**Run 1: routed metal per tile**

Scale bar: 50 um. 26 x 26 tiles, from white (low) to dark blue (high), scaled to the fullest tile. Values are wire area over tile area, all layers added.
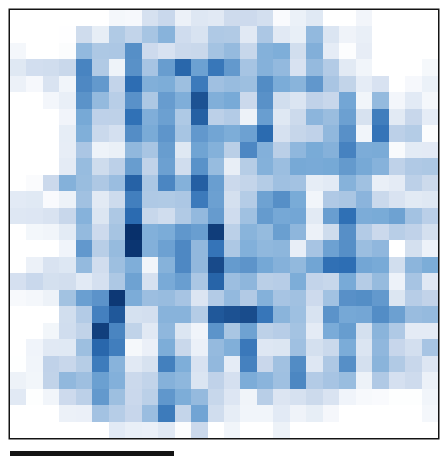
**Run 1: clock wiring as the flow saved it**

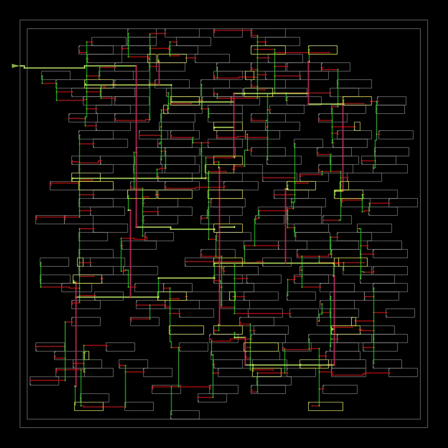
**Run 1: M3 wires**

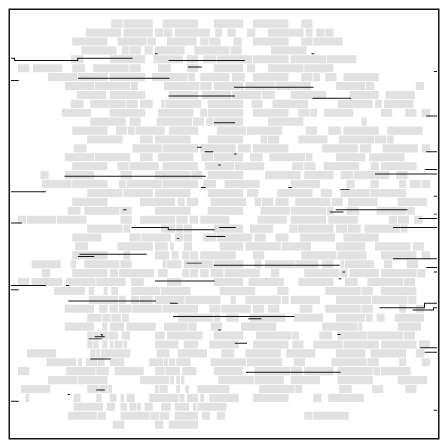
**Run 1: routed clock nets over the placement**

Scale bar: 50 um.
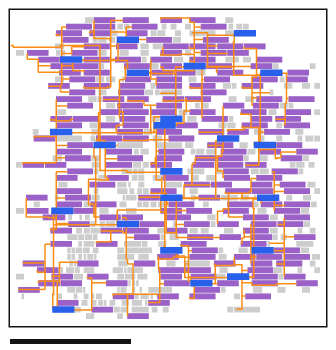
$ cat src/rtl/spi_trace_rx_if.sv
// Output stream of the trace receiver: FIFO head word with a valid/ready handshake.
interface spi_trace_rx_if #(parameter int W = 32);
    logic         out_valid;
    logic         out_ready;
    logic [W-1:0] out_data;

    modport master (output out_valid, output out_data, input out_ready);
    modport slave  (input out_valid, input out_data, output out_ready);
endinterface

$ cat src/rtl/spi_trace_rx.sv
// SPI-style debug trace receiver: oversampled serial input, word assembly,
// and a small FIFO with a registered head word and sticky error flags.
module spi_trace_rx #(
    parameter int W     = 32,
    parameter int DEPTH = 4
) (
    input  logic                   clk,
    input  logic                   rst_n,
    input  logic                   spi_sck,
    input  logic                   spi_cs,
    input  logic                   spi_mosi,
    spi_trace_rx_if.master         out_if,
    output logic                   overflow,
    output logic                   frame_err,
    input  logic                   clear_err,
    output logic [$clog2(DEPTH):0] level
);
    localparam int AW = $clog2(DEPTH);
    localparam int LW = AW + 1;
    localparam int CW = $clog2(W);

    typedef enum logic [1:0] {IDLE, SHIFT, PUSH} state_t;

    logic [2:0]    sck_q;
    logic [1:0]    cs_q;
    logic [1:0]    mosi_q;
    logic [1:0]    warm;
    logic          cs_prev;
    logic          cs_s;
    logic          sample;
    logic          cs_fall;

    state_t        state, state_nx;
    logic          push, shift_en, cnt_clr, ferr_set;
    logic [W-1:0]  shreg;
    logic [CW-1:0] cnt;
    logic          last_bit;

    logic [W-1:0]  mem [DEPTH];
    logic [AW-1:0] wptr, rptr, rptr_nx;
    logic [LW-1:0] count, count_left;
    logic          pop, full, wr, drop;

    // cs_prev only follows the pin once the synchronizer holds real samples, so a
    // cs already low at reset release is not mistaken for a frame start.
    always_ff @(posedge clk or negedge rst_n) begin
        if (!rst_n) begin
            sck_q   <= '0;
            cs_q    <= '1;
            mosi_q  <= '0;
            warm    <= '0;
            cs_prev <= 1'b0;
        end else begin
            sck_q   <= {sck_q[1:0], spi_sck};
            cs_q    <= {cs_q[0], spi_cs};
            mosi_q  <= {mosi_q[0], spi_mosi};
            warm    <= {warm[0], 1'b1};
            cs_prev <= warm[1] ? cs_s : 1'b0;
        end
    end

    assign cs_s     = cs_q[1];
    assign sample   = sck_q[1] & ~sck_q[2] & ~cs_s;
    assign cs_fall  = cs_prev & ~cs_s;
    assign last_bit = (cnt == CW'(W - 1));

    always_ff @(posedge clk or negedge rst_n) begin
        if (!rst_n) state <= IDLE;
        else        state <= state_nx;
    end

    always_comb begin
        state_nx = state;
        unique case (state)
            IDLE:    if (cs_fall) state_nx = SHIFT;
            SHIFT:   if (cs_s) state_nx = IDLE;
                     else if (sample && last_bit) state_nx = PUSH;
            PUSH:    state_nx = cs_s ? IDLE : SHIFT;
            default: state_nx = IDLE;
        endcase
    end

    always_comb begin
        push     = (state == PUSH);
        shift_en = (state == SHIFT) && !cs_s && sample;
        cnt_clr  = ((state == IDLE) && cs_fall) || ((state == SHIFT) && cs_s);
        ferr_set = (state == SHIFT) && cs_s && (cnt != '0);
    end

    always_ff @(posedge clk or negedge rst_n) begin
        if (!rst_n) begin
            shreg <= '0;
            cnt   <= '0;
        end else begin
            if (shift_en) shreg <= {shreg[W-2:0], mosi_q[1]};
            if (cnt_clr)       cnt <= '0;
            else if (shift_en) cnt <= last_bit ? '0 : cnt + CW'(1);
        end
    end

    // The head register looks past a word popped this edge, so a pop shows the
    // next entry one cycle later and never repeats the popped one.
    assign pop        = out_if.out_valid & out_if.out_ready;
    assign full       = (count == LW'(DEPTH));
    assign wr         = push & (~full | pop);
    assign drop       = push & full & ~pop;
    assign rptr_nx    = rptr + AW'(pop);
    assign count_left = count - LW'(pop);

    always_ff @(posedge clk) begin
        if (wr) mem[wptr] <= shreg;
    end

    always_ff @(posedge clk or negedge rst_n) begin
        if (!rst_n) begin
            wptr             <= '0;
            rptr             <= '0;
            count            <= '0;
            out_if.out_valid <= 1'b0;
            out_if.out_data  <= '0;
            overflow         <= 1'b0;
            frame_err        <= 1'b0;
        end else begin
            if (wr) wptr <= wptr + AW'(1);
            rptr             <= rptr_nx;
            count            <= count + LW'(wr) - LW'(pop);
            out_if.out_valid <= (count_left != '0);
            out_if.out_data  <= (count_left != '0) ? mem[rptr_nx] : '0;
            overflow         <= drop | (overflow & ~clear_err);
            frame_err        <= ferr_set | (frame_err & ~clear_err);
        end
    end

    assign level = count;
endmodule

$ cat src/flat_wrapper.sv
// flat-port wrapper written by rule: the top's interface ports become plain ports
module spi_trace_rx_flat 
#(
    parameter int W     = 32,
    parameter int DEPTH = 4
)
  (clk, rst_n, spi_sck, spi_cs, spi_mosi, overflow, frame_err, clear_err, level, out_if_out_valid, out_if_out_data, out_if_out_ready);
  spi_trace_rx_if #(.W(W)) out_if_i ();
  input  logic clk;
  input  logic rst_n;
  input  logic spi_sck;
  input  logic spi_cs;
  input  logic spi_mosi;
  output logic overflow;
  output logic frame_err;
  input  logic clear_err;
  output logic [$clog2(DEPTH):0] level;
  output wire logic [$bits(out_if_i.out_valid)-1:0] out_if_out_valid;
  output wire logic [$bits(out_if_i.out_data)-1:0] out_if_out_data;
  input wire logic [$bits(out_if_i.out_ready)-1:0] out_if_out_ready;
  assign out_if_out_valid = out_if_i.out_valid;
  assign out_if_out_data = out_if_i.out_data;
  assign out_if_i.out_ready = out_if_out_ready;
  spi_trace_rx #(.W(W), .DEPTH(DEPTH)) u_core (.clk(clk), .rst_n(rst_n), .spi_sck(spi_sck), .spi_cs(spi_cs), .spi_mosi(spi_mosi), .out_if(out_if_i), .overflow(overflow), .frame_err(frame_err), .clear_err(clear_err), .level(level));
endmodule
$ cat config.mk
export PLATFORM = sky130hd
export DESIGN_NAME = spi_trace_rx_flat
export DESIGN_NICKNAME = d
export VERILOG_FILES = /design/src/rtl/spi_trace_rx_if.sv /design/src/rtl/spi_trace_rx.sv /design/src/flat_wrapper.sv
export SDC_FILE = /design/constraint.sdc
export NUM_CORES = 1
export LEC_CHECK = 0
export CAP_MARGIN = 10
export CORE_MARGIN = 2
export CORE_UTILIZATION = 50
export DETAILED_ROUTE_END_ITERATION = 6
export HOLD_SLACK_MARGIN = 0.05
export PLACE_DENSITY = 0.69
export REMOVE_ABC_BUFFERS = 1
export SLEW_MARGIN = 5
export SYNTH_ARGS = -nofsm -noshare
export SYNTH_HDL_FRONTEND = slang
export SYNTH_SLANG_ARGS = --single-unit
$ cat constraint.sdc
create_clock -name clk -period 2.8 [get_ports clk]
set_input_delay 0.42 -clock clk [delete_from_list [all_inputs] [get_ports clk]]
set_output_delay 0.42 -clock clk [all_outputs]
set_load 0.1 [all_outputs]
==> results_slide.txt, run 1 <==
Synthesis and Place & Route Summary

GRT
  – Grt ovf: 0
  – GR Layer Usage met3: 3.01%
  – Top Usage Layer GRT: met2
  – Initial antenna violation count: 0
  – Met2 GRT Util: 29.0%
  – Largest net degree at the start of global routing: 48
  – Vias in the first global route: 4234
  – Gr usage total: 16.9%
  – Met1 Use GR: 21.7%

Min path
  – Worst Hold Launch: spi_cs
  – Worst min-delay path class: in2reg
  – Hold Path Cell Cnt: 1
  – Hold endpoint: u_core.cs_q[0]

Yosys
  – Post-Syn Area: 8020 um^2
  – Synthesized-area fraction occupied by adder cells: 2.12%
  – Post-synth top area cell: edfxtp_1
  – Ys flops: 219
  – Post-synth cell types: 38
  – Synth top cell by count: edfxtp_1
  – Register area share after synthesis: 76.3%
  – Chip Area, Yosys: 8020 um^2
  – Most common reg cell: edfxtp_1
  – Cells after Synth: 445
  – # Cells Yosys: 445
  – Largest cells by area after synthesis: edfxtp_1 (48%), dfrtp_1 (28%), mux2i_1 (8.0%)
  – Number of enable flip-flop cells: 128
  – Mean post-synth cell area: 18.0 um^2
  – MUX area fraction: 12.6%
  – Area leader share: 47.9%
  – Ys async rst share: 41.6%
  – Dominant kind of combinational cell: multiplexers
  – Yosys xor share: 0.546%
  – Post-synth top cells: edfxtp_1 (128), dfrtp_1 (89), mux2i_1 (64)
  – Yosys warns: 0

Setup path
  – CP required: 3.16 ns
  – Worst r2r src: u_core.out_if.out_valid
  – CP Launch Point: u_core.out_if.out_valid
  – Crit path max fanout: 23
  – Crit path DAT: 2.44 ns
  – Slowest Stage Delay on Critical Path: 0.49 ns
  – R2R Setup Slk: 0.72 ns
  – Crit path buf inv count: 2
  – Top Family by Delay on Critical Path: XOR/XNOR gates
  – Reg2Reg Depth: 7
  – Endpoint class of the critical path: register
  – WP depth: 7
  – Slowest CP cell: xor2_4
  – Reg2reg end: u_core.out_if.out_data[30]
  – Worst path cell trace: nand2_1 > inv_1 > ha_1 > xor2_4 > buf_12 > mux2i_1 > o22ai_1
  – Worst Path Class, Setup: reg2reg
  – CP endpoint: u_core.out_if.out_data[30]

Power and ir drop
  – Peak supply drop: 0.544 mV
  – Power share of the clock group: 32.9%
  – P per Cell Area: 1050 nW/um^2
  – Combinational power share: 30.5%
  – Int Pwr: 6700 uW
  – Pwr Total: 10100 uW
  – Seq. pwr: 3710 uW
  – Clock Power: 3330 uW
  – Pleak: 0.00395 uW
  – Reg power frac: 36.6%
  – Net Sw Power: 3430 uW
  – Leading power group: sequential cells
  – Switching Fraction: 33.9%

Finish
  – Top cells excl fill/tap: edfxtp_1 (128), dfrtp_1 (89), mux2i_1 (64)
  – Fraction of area in multi-input gates: 18.4%
  – Nets@finish: 534
  – Comb. cell area: 1770 um^2
  – Signal buf overhead: 5.86%
  – Combinational gate count: 195
  – Invs w/o clock: 13
  – Flop share of the area: 63.7%
  – Top reg by flops: u_core.mem
  – Final Instance Area: 9610 um^2
  – Number of flip-flops in the largest register: 128
  – Final core utilization: 60.9%
  – Fill count: 1176
  – Clk tree area frac: 8.72%
  – Most used logic cell in the final layout: edfxtp_1
  – Share of layout cells above drive strength 1: 23.2%
  – Non-clk bufs: 63
  – Syn-to-layout area delta: 19.8%

Die
  – Core area: 15800 um^2
  – Row count: 46
  – # IOs: 45
  – Fp util: 50.9%
  – Die Span Y: 131 um
  – Well-Tap Cells: 216
  – Chip area: 17100 um^2
  – DIE WIDTH: 131 um

Placement
  – Pre-CTS WS: 0.202 ns
  – IO buf count: 44
  – Placer Congestion: 0.740
  – Placed cell areas: 8760 um^2

Final timing
  – Max-Slew Margin vs Limit: 56.0%
  – Fin. Hold Viols: 0
  – Setup violations, final: 0
  – Setup slack after layout: 0.721 ns
  – Tmin final: 2.08 ns
  – Fmax: 481 MHz
  – Worst-Margin Slew: 0.660 ns
  – Post-route clock period utilization: 74.3%
  – Setup TNS: 0 ns
  – Fin. max-slew vios: 0

Clock network
  – CTS max path bufs: 3
  – CTS clk-pin slew, worst paths: 0.06 ns
  – Setup repair bufs after CTS: 0
  – Cts repair resizes: 0
  – TritonCTS clock tree: built

Route
  – Routed wl met3: 602 um
  – DR pass1 iterations: 6
  – Remaining antenna violation count after routing: 0
  – Met1 Routed Length: 5760 um
  – DR DRC count: 0
  – Initial DRC count: 250
  – Drt wl/cell: 18.6 um
  – DR vias/cell: 5.33
  – Final WL: 13900 um
  – Met2 WL: 7110 um

Run
  – Log Warnings: 30
  – Max_cap viols: 0

Run status
  – Outcome: finished clean
## Picture notes: 'routed metal per tile'
fullest tile: 0.43
mean over tiles: 0.13
densest ninth of the die: centre
tiles over half the peak: 18%
nearly empty tiles: 13%

## Picture notes: 'clock wiring as the flow saved it'
clock buffers: 26
CTS buffer count: 22
Worst-Skew Late Latency: 0.50 ns
clk sink count: 219
Setup Skew: 0.0148 ns

## Picture notes: 'M3 wires'
nets with wire on the layer: 42
main direction: horizontal
longest straight run: 42.8 um
wire length on this layer: 603 um
share of all routed wire: 4.4%

## Picture notes: 'routed clock nets over the placement'
[purple] flip-flops | count: 219
[orange] clock wires | length: 2370 um
[blue] clock drivers | count: 22
flops lie: spread over the die

## Run 2: what changed since run 1
--- a/config.mk
+++ b/config.mk
@@ -10,7 +10,7 @@
 export CORE_UTILIZATION = 50
 export DETAILED_ROUTE_END_ITERATION = 6
 export HOLD_SLACK_MARGIN = 0.05
-export PLACE_DENSITY = 0.69
+export PLACE_DENSITY = 0.71
 export REMOVE_ABC_BUFFERS = 1
 export SLEW_MARGIN = 5
 export SYNTH_ARGS = -nofsm -noshare
==> constraint.sdc (replaced) <==
create_clock -name clk -period 1.81 [get_ports clk]
set_input_delay 0.2715 -clock clk [delete_from_list [all_inputs] [get_ports clk]]
set_output_delay 0.2715 -clock clk [all_outputs]
set_load 0.1 [all_outputs]
**Run 2: M3 wires**

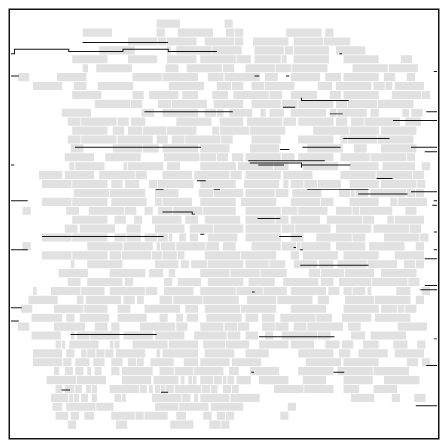
main direction: horizontal
longest straight run: 38.2 um

**Run 2: layout detail**

Window x 45 to 85, y 45 to 85 um. Cells in grey, sequential cells in the stronger grey; small squares are vias.
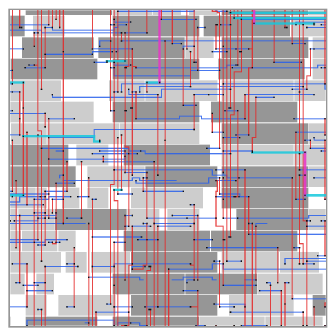
[red] metal 2
[blue] metal 1
[magenta] metal 4
[cyan] metal 3
netlist names of flops here include: u_core.mem (17), u_core.shreg (5), u_core.wptr (2)
sequential cells in the window: 25
cells with their middle in the window: 65
most frequent: edfxtp_1 (17), dfrtp_1 (8), clkbuf_16 (6)

==> run 2 against run 1 <==
Effect of this change: sequential share of layout area shrank 5.7 points; clock-buffer cell count is 7 higher; global-route usage up 0.61 points; maximum frequency increased by 16%; sequential power is 56% higher; routed wire length increased by 9.2%; cell count up 5.5%; die area unchanged; register-to-register slack lost 0.71 ns; synthesized cell count unchanged; critical path type unchanged; largest cell class unchanged; highest routed layer unchanged.
==> results_slide.txt, run 2 <==
Synthesis and Place & Route Summary

Power and ir drop
  – P per Cell Area: 1680 nW/um^2
  – Switching Fraction: 34.6%
  – Net Sw Power: 6120 uW
  – Pwr Total: 17700 uW
  – Reg power frac: 32.6%
  – Combinational power share: 43.4%
  – Power share of the clock group: 24.0%
  – Clock Power: 4250 uW
  – Peak supply drop: 0.840 mV

Route
  – DR vias/cell: 5.25
  – Met2 WL: 8180 um
  – Initial DRC count: 188
  – DR DRC count: 0
  – Remaining antenna violation count after routing: 0
  – Met1 Routed Length: 6110 um
  – Final WL: 15100 um
  – DR pass1 iterations: 4
  – Routed wl met3: 530 um

Yosys
  – Post-Syn Area: 8020 um^2
  – Yosys xor share: 0.546%
  – Largest cells by area after synthesis: edfxtp_1 (48%), dfrtp_1 (28%), mux2i_1 (8.0%)
  – Mean post-synth cell area: 18.0 um^2
  – Ys flops: 219
  – Post-synth top cells: edfxtp_1 (128), dfrtp_1 (89), mux2i_1 (64)
  – Number of enable flip-flop cells: 128
  – Ys async rst share: 41.6%
  – Yosys warns: 0
  – Post-synth top area cell: edfxtp_1
  – Post-synth cell types: 38
  – Most common reg cell: edfxtp_1
  – Dominant kind of combinational cell: multiplexers
  – Synthesized-area fraction occupied by adder cells: 2.12%
  – Synth top cell by count: edfxtp_1
  – Cells after Synth: 445
  – MUX area fraction: 12.6%
  – AO/OA Area Share: 3.85%

Setup path
  – CP endpoint: u_core.out_if.out_data[23]
  – Crit path max fanout: 4
  – Worst r2r src: u_core.out_if.out_valid
  – Reg2Reg Depth: 8
  – CP required: 2.16 ns
  – Endpoint class of the critical path: register
  – Reg2reg end: u_core.out_if.out_data[23]
  – WP depth: 8
  – Worst path cell trace: nand2_2 > inv_4 > ha_4 > xor2_4 > clkbuf_16 > buf_6 > mux2i_1 > o22ai_2
  – Crit path buf inv count: 3
  – Slowest Stage Delay on Critical Path: 0.39 ns
  – R2R Setup Slk: 0.01 ns
  – Top Family by Delay on Critical Path: flip-flops
  – Worst Path Class, Setup: reg2reg
  – CP Launch Point: u_core.out_if.out_valid
  – Crit path DAT: 2.15 ns
  – Slowest CP cell: dfrtp_1

Min path
  – Hold endpoint: u_core.cs_q[0]
  – Worst Hold Launch: spi_cs
  – Hold Path Cell Cnt: 1
  – Worst min-delay path class: in2reg

Final timing
  – Setup slack after layout: 0.0139 ns
  – Setup Skew: 0.0100 ns
  – Fmax: 557 MHz
  – Setup TNS: 0 ns
  – Fin. Hold Viols: 0
  – Post-route clock period utilization: 99.2%
  – Tmin final: 1.80 ns
  – Fin. max-slew vios: 0

Finish
  – Final core utilization: 67.0%
  – Share of layout cells above drive strength 1: 37.8%
  – Top reg by flops: u_core.mem
  – Number of flip-flops in the largest register: 128
  – Final Instance Area: 10600 um^2
  – Signal buf overhead: 12.2%
  – Combinational gate count: 195
  – Non-clk bufs: 104
  – Top cells excl fill/tap: edfxtp_1 (128), dfrtp_1 (88), buf_4 (52)
  – Clk tree area frac: 6.48%
  – Flop share of the area: 58.0%
  – Invs w/o clock: 13
  – Fraction of area in multi-input gates: 20.3%
  – Most used logic cell in the final layout: edfxtp_1
  – Syn-to-layout area delta: 31.7%

Run
  – Max_cap viols: 0
  – Log Warnings: 32

GRT
  – Top Usage Layer GRT: met2
  – Grt ovf: 0
  – Vias in the first global route: 4311
  – Met1 Use GR: 22.0%
  – Gr usage total: 17.5%
  – Largest net degree at the start of global routing: 54
  – GR Layer Usage met3: 2.97%
  – Met2 GRT Util: 32.2%
  – Initial antenna violation count: 0

Clock network
  – CTS max path bufs: 3
  – CTS clk-pin slew, worst paths: 0.06 ns
  – Worst-Skew Late Latency: 0.49 ns
  – Clk sink count: 219
  – Cts repair resizes: 28
  – CTS buffer count: 22
  – TritonCTS clock tree: built

Die
  – Fp util: 50.9%
  – # IOs: 45
  – Core area: 15800 um^2
  – Well-Tap Cells: 216
  – Die Span Y: 131 um
  – DIE WIDTH: 131 um
  – Row count: 46

Placement
  – Pre-CTS WS: -0.375 ns
  – Placer Congestion: 0.732
  – Placed cell areas: 9140 um^2
  – IO buf count: 44

Run status
  – Outcome: finished clean
Power figures rest on the tool's default switching activity, not on a simulated workload.
